===== config.mk =====
export PLATFORM = sky130hd
export DESIGN_NAME = ontransit_arb
export DESIGN_NICKNAME = d
export VERILOG_FILES = /design/src/rtl/ontransit_pkg.sv /design/src/rtl/ontransit_arb_rr_pick.sv /design/src/rtl/ontransit_arb.sv
export SDC_FILE = /design/constraint.sdc
export NUM_CORES = 1
export LEC_CHECK = 0
export ABC_AREA = 1
export CAP_MARGIN = 20
export CORE_MARGIN = 2
export CORE_UTILIZATION = 59
export DETAILED_ROUTE_END_ITERATION = 6
export PLACE_DENSITY = 0.89
export SKIP_CTS_REPAIR_TIMING = 1
export SLEW_MARGIN = 40
export SYNTH_ARGS = -nofsm -noshare
export SYNTH_HDL_FRONTEND = slang
export SYNTH_HIERARCHICAL = 1
export SYNTH_SLANG_ARGS = --single-unit

===== constraint.sdc =====
create_clock -name clk -period 3.3 [get_ports clk]
set_clock_uncertainty 0.1 [all_clocks]
set_input_delay 0.66 -clock clk [delete_from_list [all_inputs] [get_ports clk]]
set_output_delay 0.66 -clock clk [all_outputs]
set_load 0.005 [all_outputs]

===== src/rtl/ontransit_pkg.sv =====
// Shared types and elaboration-time helpers for the on-transit round-robin arbiter.
package ontransit_pkg;

  typedef enum logic [1:0] {
    IDLE = 2'd0,
    GNT  = 2'd1,
    GAP  = 2'd2
  } state_t;

  function automatic int max_int(input int a, input int b);
    if (a > b) begin
      return a;
    end else begin
      return b;
    end
  endfunction

  // Bits needed to hold values 0..v-1, never less than one.
  function automatic int clog2_int(input int v);
    int r;
    r = 0;
    while ((32'sd1 <<< r) < v) begin
      r = r + 1;
    end
    if (r < 1) begin
      r = 1;
    end else begin
      r = r;
    end
    return r;
  endfunction

endpackage


===== src/rtl/ontransit_arb_rr_pick.sv =====
// Combinational round-robin picker: first asserted request at or above pointer, wrapping.
module rr_pick #(
  parameter int NCH = 4
) (
  input  logic [NCH-1:0]         req,
  input  logic [$clog2(NCH)-1:0] pointer,
  output logic                   valid,
  output logic [$clog2(NCH)-1:0] index
);

  localparam int IW = $clog2(NCH);

  int pos_s;

  // Scan upward from the pointer and keep the first hit.
  always_comb begin
    valid = 1'b0;
    index = {IW{1'b0}};
    pos_s = 0;
    for (int i = 0; i < NCH; i++) begin
      pos_s = int'(pointer) + i;
      if (pos_s >= NCH) begin
        pos_s = pos_s - NCH;
      end else begin
        pos_s = pos_s;
      end
      if (!valid && req[pos_s[IW-1:0]]) begin
        valid = 1'b1;
        index = pos_s[IW-1:0];
      end else begin
        valid = valid;
      end
    end
  end

endmodule


===== src/rtl/ontransit_arb.sv =====
// Round-robin arbiter with minimum hold, optional timeout and a one-cycle release gap.
// All outputs are registers loaded on state transitions; do_req is the per-channel request.
module ontransit_arb
  import ontransit_pkg::*;
#(
  parameter int NCH      = 4,
  parameter int HOLD_CYC = 3,
  parameter int TIMEOUT  = 16
) (
  input  logic                   clk,
  input  logic                   rst,
  input  logic [NCH-1:0]         do_req,
  output logic [NCH-1:0]         g,
  output logic                   s,
  output logic [$clog2(NCH)-1:0] ch,
  output logic                   to_err,
  output logic                   busy
);

  localparam int IW    = $clog2(NCH);
  localparam int CW    = clog2_int(max_int(HOLD_CYC, TIMEOUT) + 1);
  localparam bit TO_EN = (TIMEOUT != 0);

  state_t         state_r, state_n;
  logic [CW-1:0]  cnt_r, cnt_n;
  logic [IW-1:0]  ptr_r, ptr_n;
  logic [NCH-1:0] g_r, g_n;
  logic           s_r, s_n;
  logic [IW-1:0]  ch_r, ch_n;
  logic           to_err_r, to_err_n;
  logic           busy_r, busy_n;
  logic           pick_valid_s;
  logic [IW-1:0]  pick_idx_s;

  rr_pick #(.NCH(NCH)) u_pick (
    .req     (do_req),
    .pointer (ptr_r),
    .valid   (pick_valid_s),
    .index   (pick_idx_s)
  );

  // Next-state and next-output decisions; outputs only change alongside a transition.
  always_comb begin
    state_n  = state_r;
    cnt_n    = cnt_r;
    ptr_n    = ptr_r;
    g_n      = g_r;
    s_n      = 1'b0;
    ch_n     = ch_r;
    to_err_n = 1'b0;
    busy_n   = busy_r;
    case (state_r)
      IDLE: begin
        if (pick_valid_s) begin
          state_n = GNT;
          cnt_n   = {CW{1'b0}};
          g_n     = {{(NCH-1){1'b0}}, 1'b1} << pick_idx_s;
          s_n     = 1'b1;
          ch_n    = pick_idx_s;
          busy_n  = 1'b1;
          if (int'(pick_idx_s) == NCH - 1) begin
            ptr_n = {IW{1'b0}};
          end else begin
            ptr_n = pick_idx_s + IW'(1'b1);
          end
        end else begin
          g_n    = {NCH{1'b0}};
          busy_n = 1'b0;
        end
      end
      GNT: begin
        // cnt_r counts completed grant cycles before this one.
        if (!do_req[ch_r] && (int'(cnt_r) >= HOLD_CYC - 1)) begin
          state_n = GAP;
          g_n     = {NCH{1'b0}};
        end else if (TO_EN && (int'(cnt_r) >= TIMEOUT - 1)) begin
          state_n  = GAP;
          g_n      = {NCH{1'b0}};
          to_err_n = 1'b1;
        end else if (cnt_r != {CW{1'b1}}) begin
          cnt_n = cnt_r + CW'(1'b1);
        end else begin
          cnt_n = cnt_r;
        end
      end
      GAP: begin
        state_n = IDLE;
        g_n     = {NCH{1'b0}};
        busy_n  = 1'b0;
      end
      default: begin
        state_n = IDLE;
        g_n     = {NCH{1'b0}};
        busy_n  = 1'b0;
      end
    endcase
  end

  // State, counter, pointer and output registers with synchronous reset.
  always_ff @(posedge clk) begin
    if (rst) begin
      state_r  <= IDLE;
      cnt_r    <= {CW{1'b0}};
      ptr_r    <= {IW{1'b0}};
      g_r      <= {NCH{1'b0}};
      s_r      <= 1'b0;
      ch_r     <= {IW{1'b0}};
      to_err_r <= 1'b0;
      busy_r   <= 1'b0;
    end else begin
      state_r  <= state_n;
      cnt_r    <= cnt_n;
      ptr_r    <= ptr_n;
      g_r      <= g_n;
      s_r      <= s_n;
      ch_r     <= ch_n;
      to_err_r <= to_err_n;
      busy_r   <= busy_n;
    end
  end

  assign g      = g_r;
  assign s      = s_r;
  assign ch     = ch_r;
  assign to_err = to_err_r;
  assign busy   = busy_r;

endmodule


Run 1, clock wires, drivers and flops:
Scale: 6 px per um.
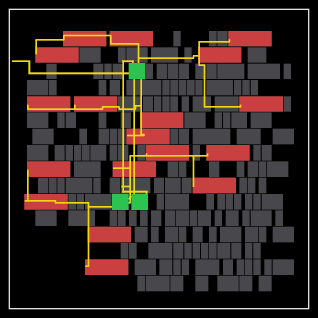
Red marks flip-flops, count 18. Yellow marks clock wires, length 237 um. Green marks clock drivers, count 3.
There are 4 routed clock nets.
worst skew pair latency: 300 ps
clk pwr: 0.138 mW

Run 1, signal wires by layer:
Scale: 8 px per um.
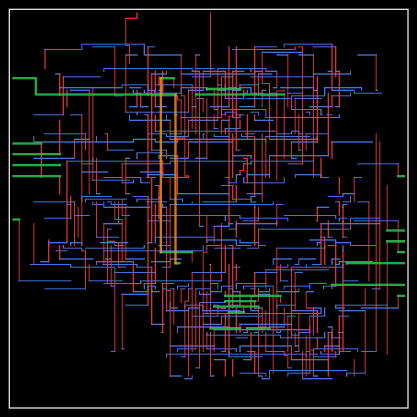
Blue marks metal 1, wire length 1,160 um. Orange marks metal 4, wire length 42.8 um. Red marks metal 2, wire length 1,100 um. Green marks metal 3, wire length 111 um.
drt total wl: 2410 um
routed via count: 1,107
WL/cell: 11.2 um

Run 1, routing congestion map:
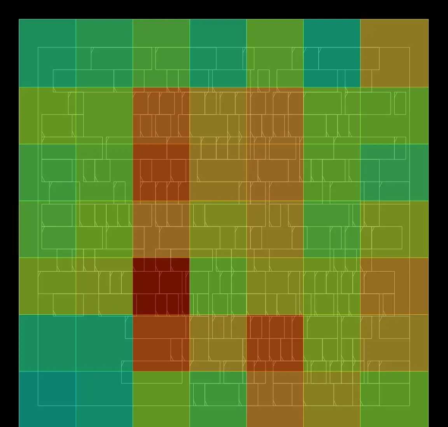
grt met3 use: 3.94%
met1 Use GR: 28.5%
global-route usage over all layers: 21.5%
global-route met2 utilization: 34.4%
final core utilization: 71.6%

==> impl_metrics.py, run 1 <==
# Generated from Yosys and OpenROAD reports
metrics = {
    "critical_path": {
        "cp-end-kind": "flip-flop",
        "cp-start-kind": "primary input",
        "startpoint": "do_req[1]",
        "rrSetupSlack_ps": 860,
    },
    "die": {
        "tapCellCount": 27,
        "std_cell_rows": 16,
        "core_mm2": 0.00196,
        "die_area_mm2": 0.00247,
        "die_y_um": 49.7,
    },
    "sta": {
        "final.setup.worst_slack_ps": 851,
        "worstMarginPinSlew_ps": 518,
        "maxSlewHeadroom_pct": 65.4,
    },
    "synth": {
        "synthTopCellsByArea": "dfxtp_1 (29%), nand2_1 (14%), ha_1 (8.1%)",
        "top_logic_kind": "simple AND/OR/NAND/NOR gates",
        "yosys_warnings": 6,
        "synthAdderAreaFrac_pct": 8.14,
        "ys_sh_aoi_pct": 9.46,
        "yosys_cells": 173,
        "syn_nets": 187,
        "edf_count": 0,
    },
    "final_layout": {
        "clock_cell_area_share_pct": 2.58,
        "buffers": 14,
        "comb_area_share_pct": 53.5,
        "insertedDiodeCount": 0,
        "nNonClkInverters": 22,
        "regArea_um2": 360,
        "sh_seq_area_pct": 25.7,
    },
    "worst_hold_path": {
        "hp-start": "g[2]",
        "hold_depth": 2,
    },
    "power_and_ir_drop": {
        "power_density_mw_per_mm2": 824,
    },
    "flow_run": {
        "warning_count": 31,
        "cap_violations": 0,
    },
    "detailed_routing": {
        "drcViolationCount": 0,
        "drt_iter0_drc": 31,
    },
    "outcome": {
        "status": "finished clean",
    },
    "clock_tree": {
        "numCtsBuffers": 3,
    },
    "global_routing": {
        "grt_pass1_vias": 1002,
    },
    "placed_design": {
        "place_congestion": 0.967,
    },
}
-- run 1: stage by stage --
stage                     std cells  power (mW)
after floorplan                 173       0.855
after global placement          211       0.992
after detailed placement        211        1.01
after CTS                       215        1.16
after global routing            215        1.26
final                           215        1.16
-- run 1: routing by layer --
metal / global-route usage [%] / routed length (um) / share of wire [%]
met1: 28.5 / 1160 / 48
met2: 34.4 / 1100 / 46
met3: 3.94 / 111 / 4.6
met4: 8.33 / 42 / 1.7
met5: 0 / 0 / 0
-- run 1: power by group through the flow --
stage	Combinational (mW)	Clock (mW)	Sequential [mW]
6_report	0.680	0.138	0.338
5_1_grt	0.765	0.148	0.348
4_1_cts	0.679	0.141	0.339
3_5_place_dp	0.669	0	0.343
3_3_place_gp	0.653	0	0.339
2_1_floorplan	0.530	0	0.325
Run 1, sequential cells grouped by signal name:
Scale: 10 px per um. Other sequential cells in the stronger grey, the rest of the logic in the fainter grey.
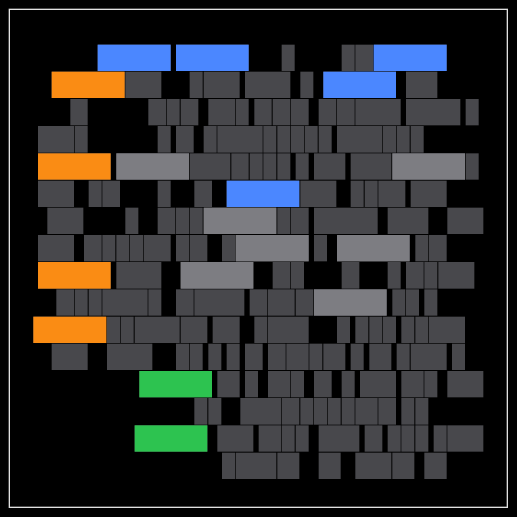

--- run 2 (diff from run 1) ---
--- a/config.mk
+++ b/config.mk
@@ -8,9 +8,9 @@
 export ABC_AREA = 1
 export CAP_MARGIN = 20
 export CORE_MARGIN = 2
-export CORE_UTILIZATION = 59
+export CORE_UTILIZATION = 49
 export DETAILED_ROUTE_END_ITERATION = 6
-export PLACE_DENSITY = 0.89
+export PLACE_DENSITY = 0.79
 export SKIP_CTS_REPAIR_TIMING = 1
 export SLEW_MARGIN = 40
 export SYNTH_ARGS = -nofsm -noshare
==> constraint.sdc (replaced) <==
create_clock -name clk -period 2 [get_ports clk]
set_clock_uncertainty 0.1 [all_clocks]
set_input_delay 0.4 -clock clk [delete_from_list [all_inputs] [get_ports clk]]
set_output_delay 0.4 -clock clk [all_outputs]
set_load 0.005 [all_outputs]
Run 2, sequential cells grouped by signal name:
Scale: 8 px per um. Other sequential cells in the stronger grey, the rest of the logic in the fainter grey.
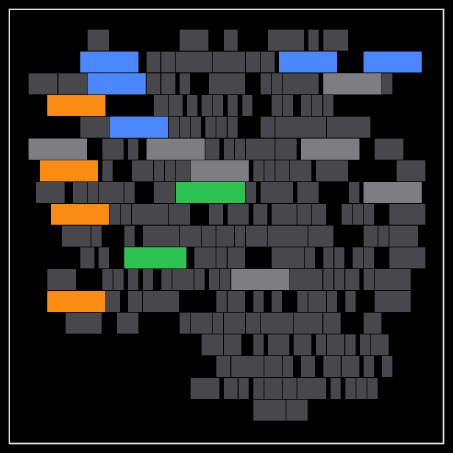
Blue marks cnt_r, sequential cells 5. Green marks ptr_r, sequential cells 2. Orange marks g, sequential cells 4.
fraction of area in registers: 23.7%
register area: 365 um2

Run 2, signal wires by layer:
Scale: 6 px per um.
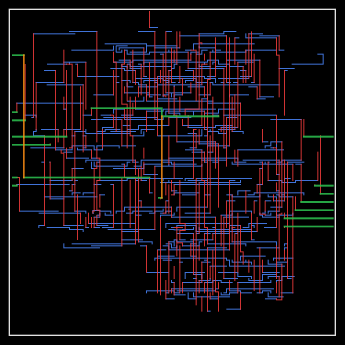
Orange marks metal 4, wire length 34.0 um. Blue marks metal 1, wire length 1,270 um. Green marks metal 3, wire length 102 um. Red marks metal 2, wire length 1,240 um.
drt total wl: 2650 um
global-route usage over all layers: 20.4%
routed via count: 1,138
WL/cell: 11.4 um

==> run 2 against run 1 <==
Effect of this change: worst hold slack better by 0.77 ps; critical path depth fell by 3; flip-flop count unchanged; sequential share of layout area shrank 2.0 points; highest routed layer unchanged; combinational power grew 100%; synthesized area unchanged; global-route usage shrank 1.1 points; final area increased by 10%; sequential power is about 60% higher; final cell count rose by 7.9%; die size is 19% higher; clock power increased by 66%.
==> impl_metrics.py, run 2 <==
# Generated from Yosys and OpenROAD reports
metrics = {
    "final_layout": {
        "insertedDiodeCount": 0,
        "fin_cells": 232,
        "largest_register_ff_count": 5,
        "buffers": 28,
        "fin_util_pct": 63.5,
        "clock_cell_area_share_pct": 2.35,
        "nNetsFinal": 217,
        "largest_class": "multi-input combinational cells",
        "comb_area_share_pct": 49.3,
        "multi_input_comb_cells": 130,
        "final-comb-area_um2": 761,
        "fill_cells": 204,
        "top_register": "cnt_r",
        "flop-count": 18,
        "nNonClkInverters": 22,
    },
    "clock_tree": {
        "clkLatencyLatePin_ps": 300,
        "numCtsBuffers": 3,
        "clock_sinks": 18,
        "cts_root_buffer": "clkbuf_4",
        "cts_tree": "yes",
        "h-tree-depth": 1,
    },
    "power_and_ir_drop": {
        "power_leader": "combinational cells",
        "pg_seq_mw": 0.541,
        "pwr-share-seq_pct": 25.0,
        "power_mw": 2.16,
        "comb-power_mw": 1.39,
        "p_leak_nw": 0.761,
        "switchingPower_mw": 0.960,
        "power_density_mw_per_mm2": 1400,
        "clock_power_mw": 0.229,
    },
    "detailed_routing": {
        "drcViolationCount": 0,
        "drtPass1Iterations": 4,
        "drt_iter0_drc": 26,
    },
    "synth": {
        "postSynthAreaPerCell_um2": 7.11,
        "yosys_cells": 173,
        "async_reset_ff_share_pct": 0,
        "edf_count": 0,
        "yosys_warnings": 6,
        "ys_ff": 18,
        "yosysSeqAreaShare_pct": 29.3,
        "syn_nets": 187,
        "synthTopCellsByArea": "dfxtp_1 (29%), nand2_1 (14%), ha_1 (8.1%)",
        "netlist_instances": 173,
        "synth_top_area_share_pct": 29.3,
    },
    "placed_design": {
        "place_congestion": 0.848,
        "dp_slack_ps": -356,
        "placed_cells": 228,
    },
    "die": {
        "core_mm2": 0.00243,
        "tapCellCount": 30,
        "die_y_um": 54.1,
        "std_cell_rows": 18,
        "fp-utilization_pct": 50.6,
        "die_area_mm2": 0.00293,
        "dieWidth_um": 54.1,
    },
    "sta": {
        "report.final.slew_viol_count": 0,
        "maxSlewHeadroom_pct": 82.5,
        "period_needed_ps": 1870,
        "final.setup.worst_slack_ps": 133,
        "rsz0062_at_grt": "no",
        "fmax_mhz": 536,
        "worstMarginPinSlew_ps": 261,
    },
    "critical_path": {
        "required_ps": 2110,
        "worstPathArrival_ps": 1980,
        "crit_end": "ptr_r[0]",
        "cp-end-kind": "flip-flop",
        "rr_startpoint": "ptr_r[0]",
        "path_common_cell": "nand2_1",
        "rr_worst_depth": 12,
        "rrSetupSlack_ps": 130,
        "critical_path_class": "reg -> reg",
        "startpoint": "ptr_r[0]",
        "cp-start-kind": "flip-flop",
    },
    "flow_run": {
        "warning_count": 31,
        "cap_violations": 0,
    },
    "worst_hold_path": {
        "hold_class": "reg -> reg",
        "hold_depth": 2,
        "hp-start": "g[2]",
        "holdPathEnd": "g[2]",
    },
    "global_routing": {
        "grt_pass1_vias": 1066,
        "grt_overflow": 0,
    },
    "outcome": {
        "status": "finished clean",
    },
}
run 2: cell counts after synthesis:
Identical to the previous run, type by type.
run 2: routing by layer:
layer	vias up	track usage, %	share of wire (%)
li1	605	-	-
met1	512	24.8	48
met2	17	34.1	47
met3	4	5.56	3.8
met4	0	7.50	1.3
met5	-	0	0
run 2: cells by family (layout without fill, tap and decap cells):
family / Yosys count / in the layout / share of synthesized area [%]
flip-flops: 18 / 18 / 29.3
buffers and inverters: 25 / 54 / 9.66
adder cells (fa/ha/maj): 8 / 8 / 8.14
AND/OR/NAND/NOR: 102 / 102 / 43.4
AND-OR/OR-AND: 20 / 20 / 9.46
run 2: worst min-delay path, stage by stage, from the launching register on:
cell     delay (ps)
dfxtp_1         320
nand2_1          60
a21oi_1          50
Power is estimated from default activity; no workload was simulated.
